==> config.mk <==
export PLATFORM = sky130hd
export DESIGN_NAME = data_mem_arbiter_flat
export DESIGN_NICKNAME = d
export VERILOG_FILES = /design/src/rtl/data_mem_arbiter_pkg.sv /design/src/rtl/data_mem_arbiter_if.sv /design/src/rtl/data_mem_arbiter_burst_limiter.sv /design/src/rtl/data_mem_arbiter.sv /design/src/flat_wrapper.sv
export SDC_FILE = /design/constraint.sdc
export NUM_CORES = 1
export LEC_CHECK = 0
export CORE_ASPECT_RATIO = 1.1
export CORE_MARGIN = 1
export CORE_UTILIZATION = 32
export CTS_CLUSTER_DIAMETER = 120
export DETAILED_ROUTE_END_ITERATION = 10
export GPL_ROUTABILITY_DRIVEN = 1
export PLACE_DENSITY_LB_ADDON = 0.12
export SLEW_MARGIN = 20
export SYNTH_ARGS = -nofsm -noshare
export SYNTH_HDL_FRONTEND = slang
export SYNTH_SLANG_ARGS = --single-unit
==> constraint.sdc <==
create_clock -name clk -period 5.5 [get_ports clk]
set_clock_uncertainty 0.05 [all_clocks]
set_input_delay 0.55 -clock clk [delete_from_list [all_inputs] [get_ports clk]]
set_output_delay 0.55 -clock clk [all_outputs]
set_load 0.005 [all_outputs]
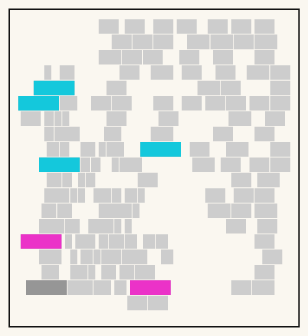
(run_1/registers.png)
netlist name	color	placed flops
u_core.state	magenta	2
u_core.u_lim.cnt	cyan	4
not colored	1
post-layout util: 53.53%
FF/Latch Area: 140.1 sq um
sequential cell area share: 10.49%
sequential power: 56.0 uW

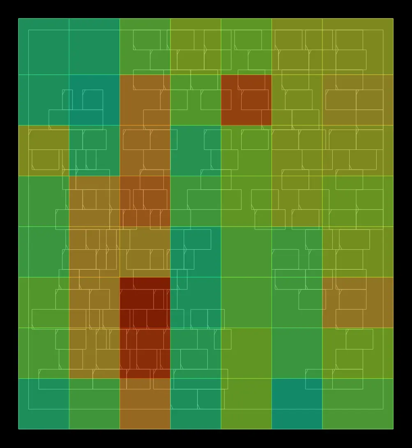
(run_1/final_congestion.png)
met3 Use GR: 4.372%
gr busiest metal: met2

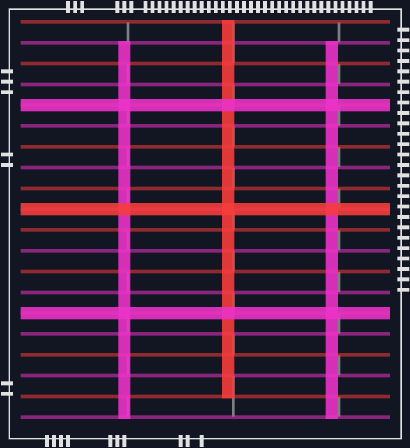
(run_1/pdn.png)
Pins as bars on the die edge. Tap cells in gray.
net	color
VDD	red
VSS	magenta
met4 straps	3
met1 rails	20
tap cells	31
signal pins	82
met5 straps	3
die width: 51.06 um
core area: 0.002496 sq mm
DIE HEIGHT: 55.96 um

==> reports/qor.yml, run 1 <==
clock_network:
  clk_pin_slew_ns: 0.06
  post_cts_buffers: 0
  numCtsBuffers: 3
  cts_resized: 0
  clock_latency_ns: 0.25
  htreeDepth: 1
  cts_num_sinks: 7
  holdBufCountCts: 0
  cts-root-buf: "clkbuf_4"
  clk_path_buf_depth: 2
  cts_tree: "built"
grt:
  grt_pass1_vias: 815
  grt_max_degree: 19
  overflow: 0
  met2_usage_pct: 31.02
  grt_first_pass_wirelength_um: 3864
  grt_use_total_pct: 17.74
  grt_util_met1_pct: 20.17
die:
  fp_util_pct: 33.93
  dieArea_sq_mm: 0.002857
  rows: 19
final_timing:
  setup_viol: 0
  holdWs_ns: 0.4714
  grt_setup_unrepaired: "false"
  slew_viol_final: 0
  slew_headroom_pct: 39.68
  period_used_pct: 63.82
  fin_setup_tns_ns: 0
  fin_crit_ns: 3.510
  hold_viol_final: 0
  clock.fmax_mhz: 284.9
cells_and_area:
  lay_top_count: "clkdlybuf4s50_1"
  final_area_sq_mm: 0.001336
  final_cell_mix: "57 x clkdlybuf4s50_1, 16 x mux2_2, 8 x nand2_1"
  drive_above_1_share_pct: 16.55
  num_antenna_cells: 0
  area_growth_pct: 57.75
  largest_reg_flops: 4
power_and_ir_drop:
  maxPowerGroup: "combinational logic"
  swShare_pct: 26.94
  ir_worst_vdd_uv: 147.2
  p_sw_uw: 52.40
  power_leakage_nw: 0.5193
  powerComb_uw: 88.9
  power_clock_uw: 49.6
  p_int_uw: 142.1
  clkPwrFrac_pct: 25.5
  power_frac_comb_pct: 45.7
  powerDensity_mw_per_mm2: 145.6
critical_path:
  path_depth: 13
  crit_type: "input pin to flop"
  path_max_fanout: 7
  cp_top_family: "AND-OR/OR-AND gates"
  timing.critical_path.buf_inv: 2
  slowest_delay_ns: 0.61
  crit_path_end_kind: "flop"
  rr_worst_depth: 12
  cp-start-kind: "input pin"
  crit_chain: "clkdlybuf4s50_1 > nand4b_1 > inv_1 > ha_1 > ha_1 > nor2_1 > a21o_1 > a41o_1 > a21bo_2 > ha_1 > a211o_1 > a21oi_2 > mux2_1"
  cp.required_ns: 5.59
  reg2reg_slack_ns: 2.40
  cp.arrival_ns: 3.60
routing:
  highest_layer: "met4"
  viasPerCell: 5.041
  drc: 0
  wl_met1_um: 997
  detail_route.iter0.violations: 24
  vias: 857
  wl_per_cell_um: 14.76
  drtAntennaViolNets: 0
  firstDrtPassIters: 5
  routed-wl-met3_um: 261
  met2_length_um: 1230
  wl_um: 2509
logic_synthesis:
  synth_top_cell_by_area: "mux2_2"
  yosys_area_sq_um: 847.1
  top_area_share_pct: 21.27
  synth-edff-count: 0
  ys_sh_adder_pct: 7.386
  syn_area_sq_um: 847.1
  netlist_top_cells_count: "18 x buf_4, 16 x mux2_2, 8 x nand2_1, 7 x dfxtp_1, 5 x ha_1"
  synth_cell_types: 34
  yosys.stat.seqShare_pct: 16.54
  ys.warnings.count: 0
  ys_sh_xor_pct: 2.068
  ys_cells: 97
  simple_gate_share_pct: 17.87
  logic_family: "multiplexers"
  synth.area.mux_share_pct: 22.60
  area_leaders: "mux2_2 21%, dfxtp_1 17%, buf_4 16%, ha_1 7.4%, nand2_1 3.5%"
  netlist_instances: 97
  synth_flop_count: 7
  synth.most_common_cell: "buf_4"
  synth_nets: 148
  synthFlopType: "dfxtp_1"
  synth_async_sr_flop_share_pct: 0
flow_run:
  cap_violations: 0
  openroad.warnings: 29
placement:
  placed_area_sq_mm: 0.001310
  dp_hpwl_um: 2018
  port_buffers: 57
min_path:
  hold_path_depth: 2
  hp-class: "flop to flop"
outcome:
  outcome: "finished clean"
-- run 1: through the flow --
stage	power, mW	worst slack, ns	util [%]	cells
floorplan	0.1026	2.570	-	97
global placement	0.1440	1.848	52.48	166
detailed placement	0.1458	1.750	52.48	166
CTS	0.1979	2.020	53.53	170
global route	0.2059	1.856	53.53	170
finish	0.1945	1.990	53.53	170
-- run 1: worst min-delay path: stages (launching register included) --
cell,delay [ns]
dfxtp_1,0.35
nand2_1,0.07
a21oi_1,0.06
-- run 1: area by class of cell --
cell class	count	area, sq um
clock buffers	4	26.28
fillers	230	1160
inverters	3	11.26
multi-input cells	68	549.3
flip-flops and latches	7	140.1
well taps	31	38.79
repair buffers	57	570.5
==> inputs of run 2 (changes only) <==
Settings changed: CORE_UTILIZATION 32 to 27.
Clock period 5.5 ns to 3.15 ns, I/O delays scaled along.
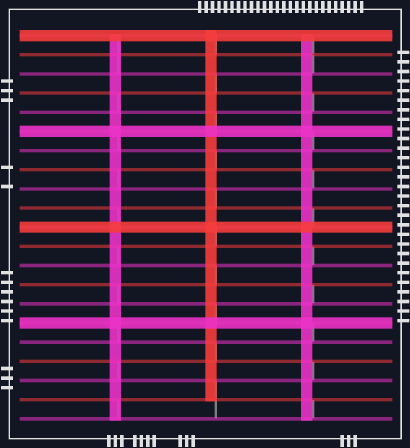
(run_2/pdn.png)
Pins as bars on the die edge. Tap cells in gray.
net	color
VDD	red
VSS	magenta
signal pins	82
met1 rails	21
met5 straps	4
DIE HEIGHT: 60.75 um
Max VDD drop: 182.7 uV
die width: 55.41 um
core area: 0.002878 sq mm

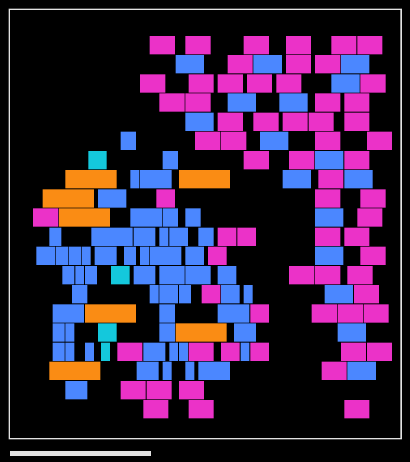
(run_2/cell_classes.png)
The bar under the picture is 20 um long.
class	color	cells
all other logic	blue	71
flip-flops	orange	7
other buffers and delay cells	magenta	65
clock drivers and dummy loads	cyan	4
post-layout util: 48.61%
Finished Cell Area: 0.001399 sq mm
sequential cell area share: 10.02%
row count: 20

==> run 2 against run 1 <==
Compared with the run above: sequential share of layout area is 0.47 points lower; total power rose by 76%; via count decreased by 0.23%; count of clock-buffer cells in the layout stayed put; worst hold slack improved by 0.0088 ns; synthesized cell count did not move; critical endpoint unchanged; largest cell class unchanged.
==> reports/qor.yml, run 2 <==
outcome:
  outcome: "finished clean"  # unchanged
logic_synthesis:
  netlist_top_cells_count: "18 x buf_4, 16 x mux2_2, 8 x nand2_1, 7 x dfxtp_1, 5 x ha_1"  # unchanged
  synth_async_sr_flop_share_pct: 0  # unchanged
  yosys_area_sq_um: 847.1  # unchanged
  synth_nets: 148  # unchanged
  syn_area_sq_um: 847.1  # unchanged
  netlist_instances: 97  # unchanged
  synth_flop_count: 7  # unchanged
  ys_cells: 97  # unchanged
  ys.warnings.count: 0  # unchanged
  synth-edff-count: 0  # unchanged
  top_area_share_pct: 21.27  # unchanged
  synth_cell_types: 34  # unchanged
  synthFlopType: "dfxtp_1"  # unchanged
clock_network:
  cts_tree: "built"  # unchanged
  clock_latency_ns: 0.25  # about the same
  holdBufCountCts: 0  # unchanged
  cts_num_sinks: 7  # unchanged
  htreeDepth: 1  # unchanged
  clk_pin_slew_ns: 0.05  # was 0.06 ns
  cts-root-buf: "clkbuf_4"  # unchanged
  clk_path_buf_depth: 2  # unchanged
  post_cts_buffers: 0  # unchanged
  numCtsBuffers: 3  # unchanged
cells_and_area:
  final_cell_mix: "57 x clkdlybuf4s50_1, 16 x mux2_2, 8 x nand2_1, 8 x buf_4, 7 x dfxtp_1"  # was 57 x clkdlybuf4s50_1, 16 x mux2_2, 8 x nand2_1
  area_growth_pct: 65.14  # was 57.75%
  largest_reg_flops: 4  # unchanged
final_timing:
  slew_viol_final: 0  # unchanged
  holdWs_ns: 0.4802  # was 0.4714 ns
  hold_viol_final: 0  # unchanged
  period_used_pct: 91.04
  slew_headroom_pct: 68.55  # was 39.68%
power_and_ir_drop:
  p_int_uw: 253.9  # was 142.1 uW
  swShare_pct: 25.87  # was 26.94%
  powerSeq_uw: 96.3  # was 56.0 uW
  powerDensity_mw_per_mm2: 244.8  # was 145.6 mW/mm^2
  clkPwrFrac_pct: 24.3  # was 25.5%
  maxPowerGroup: "combinational logic"  # unchanged
  p_sw_uw: 88.59  # was 52.40 uW
  power_frac_comb_pct: 47.6  # was 45.7%
routing:
  drtAntennaViolNets: 0  # unchanged
  detail_route.iter0.violations: 17  # was 24
  viasPerCell: 4.750  # was 5.041
  wl_per_cell_um: 14.23  # was 14.76 um
  vias: 855  # was 857
  wl_um: 2562  # was 2509 um
  firstDrtPassIters: 4  # was 5
  drc: 0  # unchanged
placement:
  dp_slack_ns: -0.004485  # was 1.750 ns
  dp_hpwl_um: 2181  # was 2018 um
  placed_cells: 176  # was 166
  placed_area_sq_mm: 0.001373  # was 0.001310 sq mm
critical_path:
  crit_chain: "clkdlybuf4s50_1 > nand4b_1 > inv_1 > ha_1 > ha_1 > nor2_1 > a21o_1 > a41o_1 > a21bo_2 > ha_1 > a211o_1 > a21oi_2 > mux2_1"  # unchanged
  crit_path_end_kind: "flop"  # unchanged
  rr_worst_depth: 11  # was 12
  slowest_delay_ns: 0.49  # was 0.61 ns
  cp.required_ns: 3.24  # was 5.59 ns
  path_depth: 13  # unchanged
  path_max_fanout: 3  # was 7
  crit_type: "input pin to flop"  # unchanged
grt:
  grt_pass1_vias: 841  # was 815
  grt_use_total_pct: 15.11  # was 17.74%
  grt_max_degree: 17  # was 19
  grt_first_pass_wirelength_um: 3870  # was 3864 um
min_path:
  hp-class: "flop to flop"  # unchanged
  hold_path_depth: 2  # unchanged
flow_run:
  openroad.warnings: 29  # unchanged
  cap_violations: 0  # unchanged
die:
  fp_util_pct: 29.43  # was 33.93%
  dieArea_sq_mm: 0.003366  # was 0.002857 sq mm
run 2: per-layer routing:
layer / up-vias / track usage [%] / wire length (um)
li1: 430 / - / -
met3: 4 / 2.772 / 169
met2: 35 / 29.43 / 1385
met5: - / 0 / 0
met1: 386 / 16.60 / 982
met4: 0 / 5.714 / 24
run 2: kinds of logic after synthesis:
kind of cell	synth area share (%)
compound gates	14.92
flops	16.54
fa+ha+maj	7.386
mux	22.60
buf+inv	18.61
simple gates	17.87
xor+xnor	2.068
run 2: final cells by class:
type / count / area (sq um) / share of cell area (%)
flip-flops and latches: 7 / 140.1 / 10.02
inverters: 3 / 11.26 / 0.8050
clock buffers: 4 / 26.28 / 1.878
well taps: 33 / 41.29 / 2.952
multi-input cells: 68 / 549.3 / 39.27
repair buffers: 65 / 630.6 / 45.08
Power is estimated from default activity; no workload was simulated.
